## src/rtl/irq_ctrl.sv

```systemverilog
// Programmable interrupt controller: latches up to NSRC requests, masks and
// prioritises them, and drives one irq line with an intack / EOI handshake.
module irq_ctrl #(
    parameter int NSRC = 6
) (
    input  logic            clk,
    input  logic            rst,
    input  logic [1:0]      addr,
    input  logic            we,
    input  logic [31:0]     din,
    output logic [31:0]     dout,
    input  logic [NSRC-1:0] src,
    input  logic            intack,
    output logic            irq,
    output logic [2:0]      irq_id,
    output logic [1:0]      dbg_state
);

    // Handshake: irq stays high while a request is offered; the CPU answers with
    // a one-cycle intack pulse, and a later write to EOI closes the service window.
    typedef enum logic [1:0] {
        ST_IDLE    = 2'd0,
        ST_REQ     = 2'd1,
        ST_SERVICE = 2'd2
    } state_e;

    state_e          state_q, state_d;
    logic [NSRC-1:0] mask_q, mask_d;
    logic [NSRC-1:0] edge_mode_q, edge_mode_d;
    logic [NSRC-1:0] pend_q, pend_d;
    logic [NSRC-1:0] src_prev_q;
    logic            gie_q, gie_d;
    logic [2:0]      cur_id_q, cur_id_d;

    logic [NSRC-1:0] elig;
    logic [NSRC-1:0] w1c;
    logic [NSRC-1:0] ack_clr;
    logic [2:0]      best;
    logic            ack;
    logic            eoi;
    logic            unused_din;

    assign unused_din = ^{din[31:NSRC+16], din[15:NSRC]};

    assign elig = gie_q ? (pend_q & mask_q) : '0;
    assign ack  = (state_q == ST_REQ) && intack && (elig != '0);
    assign eoi  = we && (addr == 2'd3);
    assign w1c  = (we && (addr == 2'd1)) ? din[NSRC-1:0] : '0;

    always_comb begin
        best = '0;
        for (int i = NSRC - 1; i >= 0; i--) begin
            if (elig[i]) best = 3'(i);
        end
    end

    always_comb begin
        for (int i = 0; i < NSRC; i++) begin
            ack_clr[i] = ack && (best == 3'(i));
        end
    end

    // A fresh edge always wins over a clear landing in the same cycle.
    assign pend_d = (edge_mode_q & ((src & ~src_prev_q) | (pend_q & ~(w1c | ack_clr))))
                  | (~edge_mode_q & src);

    always_comb begin
        mask_d      = mask_q;
        edge_mode_d = edge_mode_q;
        gie_d       = gie_q;
        if (we && (addr == 2'd0)) mask_d = din[NSRC-1:0];
        if (we && (addr == 2'd2)) begin
            gie_d       = din[0];
            edge_mode_d = din[NSRC+15:16];
        end
    end

    always_comb begin
        state_d  = state_q;
        cur_id_d = cur_id_q;
        case (state_q)
            ST_IDLE: begin
                if (elig != '0) state_d = ST_REQ;
            end
            ST_REQ: begin
                if (elig == '0) begin
                    state_d = ST_IDLE;
                end else if (intack) begin
                    state_d  = ST_SERVICE;
                    cur_id_d = best;
                end
            end
            ST_SERVICE: begin
                if (eoi) state_d = ST_IDLE;
            end
            default: state_d = ST_IDLE;
        endcase
    end

    always_ff @(posedge clk or negedge rst) begin
        if (!rst) begin
            state_q     <= ST_IDLE;
            mask_q      <= '0;
            edge_mode_q <= '0;
            pend_q      <= '0;
            src_prev_q  <= '0;
            gie_q       <= 1'b0;
            cur_id_q    <= '0;
        end else begin
            state_q     <= state_d;
            mask_q      <= mask_d;
            edge_mode_q <= edge_mode_d;
            pend_q      <= pend_d;
            src_prev_q  <= src;
            gie_q       <= gie_d;
            cur_id_q    <= cur_id_d;
        end
    end

    assign irq       = (state_q == ST_REQ);
    assign irq_id    = (state_q == ST_REQ) ? best : cur_id_q;
    assign dbg_state = state_q;

    always_comb begin
        dout = '0;
        case (addr)
            2'd0: dout[NSRC-1:0] = mask_q;
            2'd1: dout[NSRC-1:0] = pend_q;
            2'd2: begin
                dout[0]           = gie_q;
                dout[1]           = (state_q == ST_SERVICE);
                dout[2]           = (state_q == ST_REQ);
                dout[10:8]        = cur_id_q;
                dout[NSRC+15:16]  = edge_mode_q;
            end
            2'd3: dout[2:0] = cur_id_q;
            default: dout = '0;
        endcase
    end

endmodule

```

## config.mk

```make
export PLATFORM = sky130hd
export DESIGN_NAME = irq_ctrl
export DESIGN_NICKNAME = d
export VERILOG_FILES = /design/src/rtl/irq_ctrl.sv
export SDC_FILE = /design/constraint.sdc
export NUM_CORES = 1
export LEC_CHECK = 0
export CAP_MARGIN = 20
export CORE_ASPECT_RATIO = 1.1
export CORE_MARGIN = 1.5
export CORE_UTILIZATION = 43
export DETAILED_ROUTE_END_ITERATION = 10
export PLACE_DENSITY = 0.92
export SYNTH_ARGS = -nofsm -noshare
export SYNTH_HDL_FRONTEND = slang
export SYNTH_SLANG_ARGS = --single-unit
```

## constraint.sdc

```tcl
create_clock -name clk -period 2.7 [get_ports clk]
set_clock_uncertainty 0.15 [all_clocks]
set_input_delay 0.54 -clock clk [delete_from_list [all_inputs] [get_ports clk]]
set_output_delay 0.54 -clock clk [all_outputs]
set_load 0.1 [all_outputs]
```

### The clock network

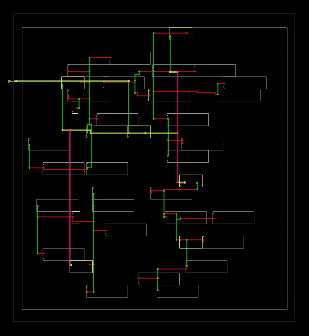
Clk. pwr: 0.000373 W
num sequential: 30
clk_buf instances: 7
worst-skew pair later-pin latency: 290 ps

### The metal 3 layer

Scale bar: 20 µm.
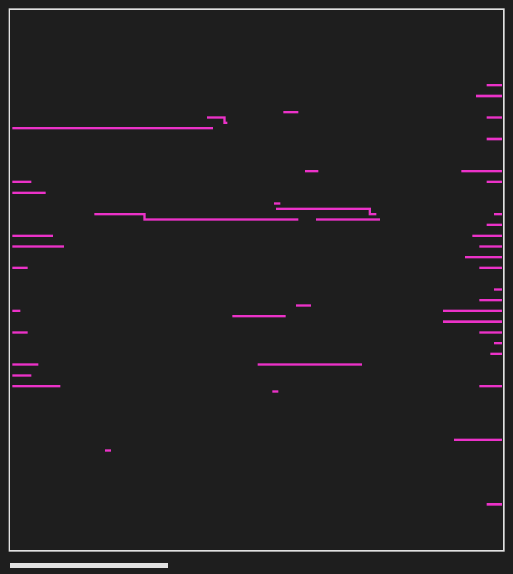
- main direction: horizontal
- longest straight run: 25.1 µm

### Placement by cell class

Fill, decap, tap and diode cells in gray.
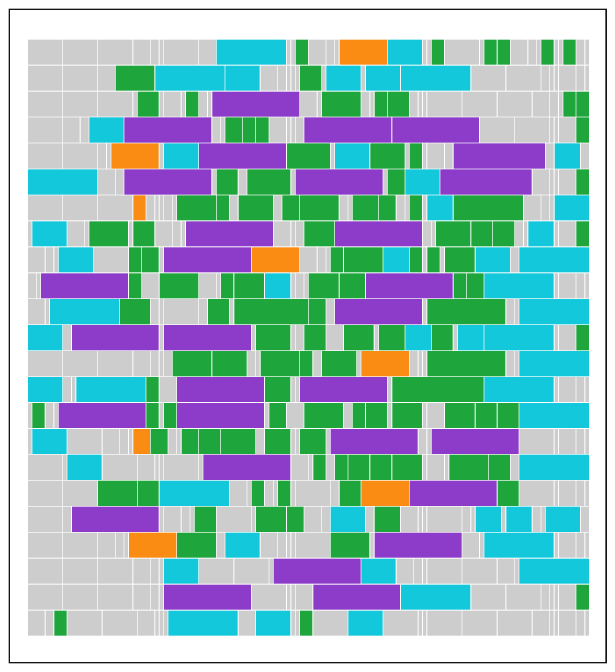
- sequential cells: purple (cells 30; share of their area 32%)
- clock drivers and dummy loads: orange (cells 8; share of their area 3.9%)
- combinational and other logic: green (cells 116; share of their area 36%)
- remaining buffers and delay cells: cyan (cells 51; share of their area 29%)

### Wire density map

Scale bar: 20 µm. The die is cut into 12 by 14 equal tiles; dark blue is low, red is high, scaled to the fullest tile. Values are wire area over tile area, all layers added.
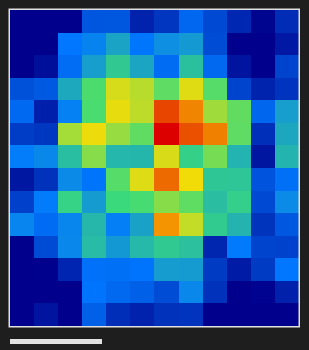
- mean over tiles: 0.14
- nearly empty tiles: 14%
- fullest tile: 0.49
- densest ninth of the die: center

### Signal wires on met1

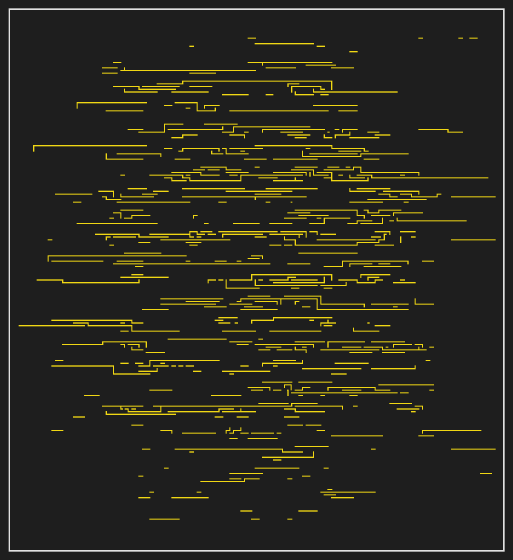
- share of all routed wire: 40%
- longest straight run: 19.8 µm

## registers in the layout, indices dropped and copies added, names as in the netlist
| register | count |
|---|---|
| cur_id_q | 3 |
| dbg_state | 2 |
| edge_mode_q | 6 |
| gie_q | 1 |
| mask_q | 6 |
| pend_q | 6 |
| src_prev_q | 6 |
## cell type report
| class | instances | area share, % |
|---|---|---|
| clock buffers | 7 | 3.56 |
| clock inverters | 1 | 0.207 |
| inverters | 2 | 0.310 |
| multi-input cells | 114 | 34.3 |
| flip-flops and latches | 30 | 31.1 |
| well taps | 50 | 2.58 |
| repair buffers | 51 | 28.0 |
## worst paths after layout
check | from | endpoint | slack, ps | cells past startpoint
worst max-delay path | addr[0] | dout[1] | 30 | 3
min in group asynchronous | rst | cur_id_q[0] | 490 | 2
worst min register to register | dbg_state[1] | dbg_state[0] | 350 | 1
worst min-delay path | dbg_state[1] | dbg_state[0] | 350 | 1
worst max register to register | dbg_state[1] | pend_q[4] | 960 | 4
max in group asynchronous | rst | dbg_state[1] | 1600 | 2
## cell families after synthesis
kind of cell / after synthesis / synth area share, %
buf+inv: 25 / 10.1
mux: 20 / 15.5
flops: 30 / 45.0
simple gates: 51 / 16.8
other cells: 1 / 0.225
compound gates: 26 / 12.4
## power by group
part	internal (W)	leakage, nW	total, W	switching [W]
registers	0.000543	0.355	0.000637	0.0000937
clock network	0.000205	0.0482	0.000373	0.000168
logic	0.000480	0.653	0.00140	0.000925
total	0.00123	1.06	0.00242	0.00119
## metal layers
metal	wire length [µm]	vias up	GRT usage [%]
li1	-	612	-
met1	1500	634	20.9
met2	2030	54	33.5
met3	192	7	3.78
met4	78	0	10.3
met5	0	-	0
## worst max-delay path, delay by kind of cell
kind	cells	cell delay [ps]
buf+inv	2	800
mux	1	640
==> flow_summary.ini <==
; implementation run metrics
[power]
p_leak_nw = 1.06

[finish]
final_cell_mix = dfrtp_1 (28), clkdlybuf4s50_1 (23), buf_12 (19), nand2_1 (17), conb_1 (17)
design_area_um2 = 2420
layout_top_cell = dfrtp_1

[run]
warnings = 47

[yosys]
yosysWarnings = 0
synth-area-yosys_um2 = 1670
ys_types = 40
top_cells_by_count = dfrtp_1 (30), buf_4 (19), nand2_1 (17), mux2_2 (13), and2_1 (9)
ys_cells = 153

[worst_setup_path]
arrival_ps = 1980
critical_path_class = in -> out
slowest_delay_ps = 640
crit_chain = clkdlybuf4s50_1 -> mux4_1 -> buf_12
crit_fanout = 5

[drt]
wl_per_cell_um = 14.9
firstDrtPassIters = 4
drc = 0
via_per_inst = 5.13

[final_timing]
tns_ps = 0
worst_hold_slack_ps = 348
setup_viol = 0
min_period_over_period_pct = 99.0

[global_route]
overflow = 0

[cts]
cts_max_level = 2
cts_setup_buffers = 0
numClockSinks = 30
clk_path_buf_depth = 2
cts_made_buffers = 5
clk_pin_slew_worst_paths_ps = 70

[placed_design]
pre_cts_ws_ps = 36.5
placed_cell_area_um2 = 2330
place_inst = 247

[status]
status = complete, no violations

[floorplanning]
die-width_um = 62.4
ios = 82
die_y_um = 68.3

[min_path]
hp-class = reg -> reg
No activity file was given, so power comes from the tool's default toggle rates.
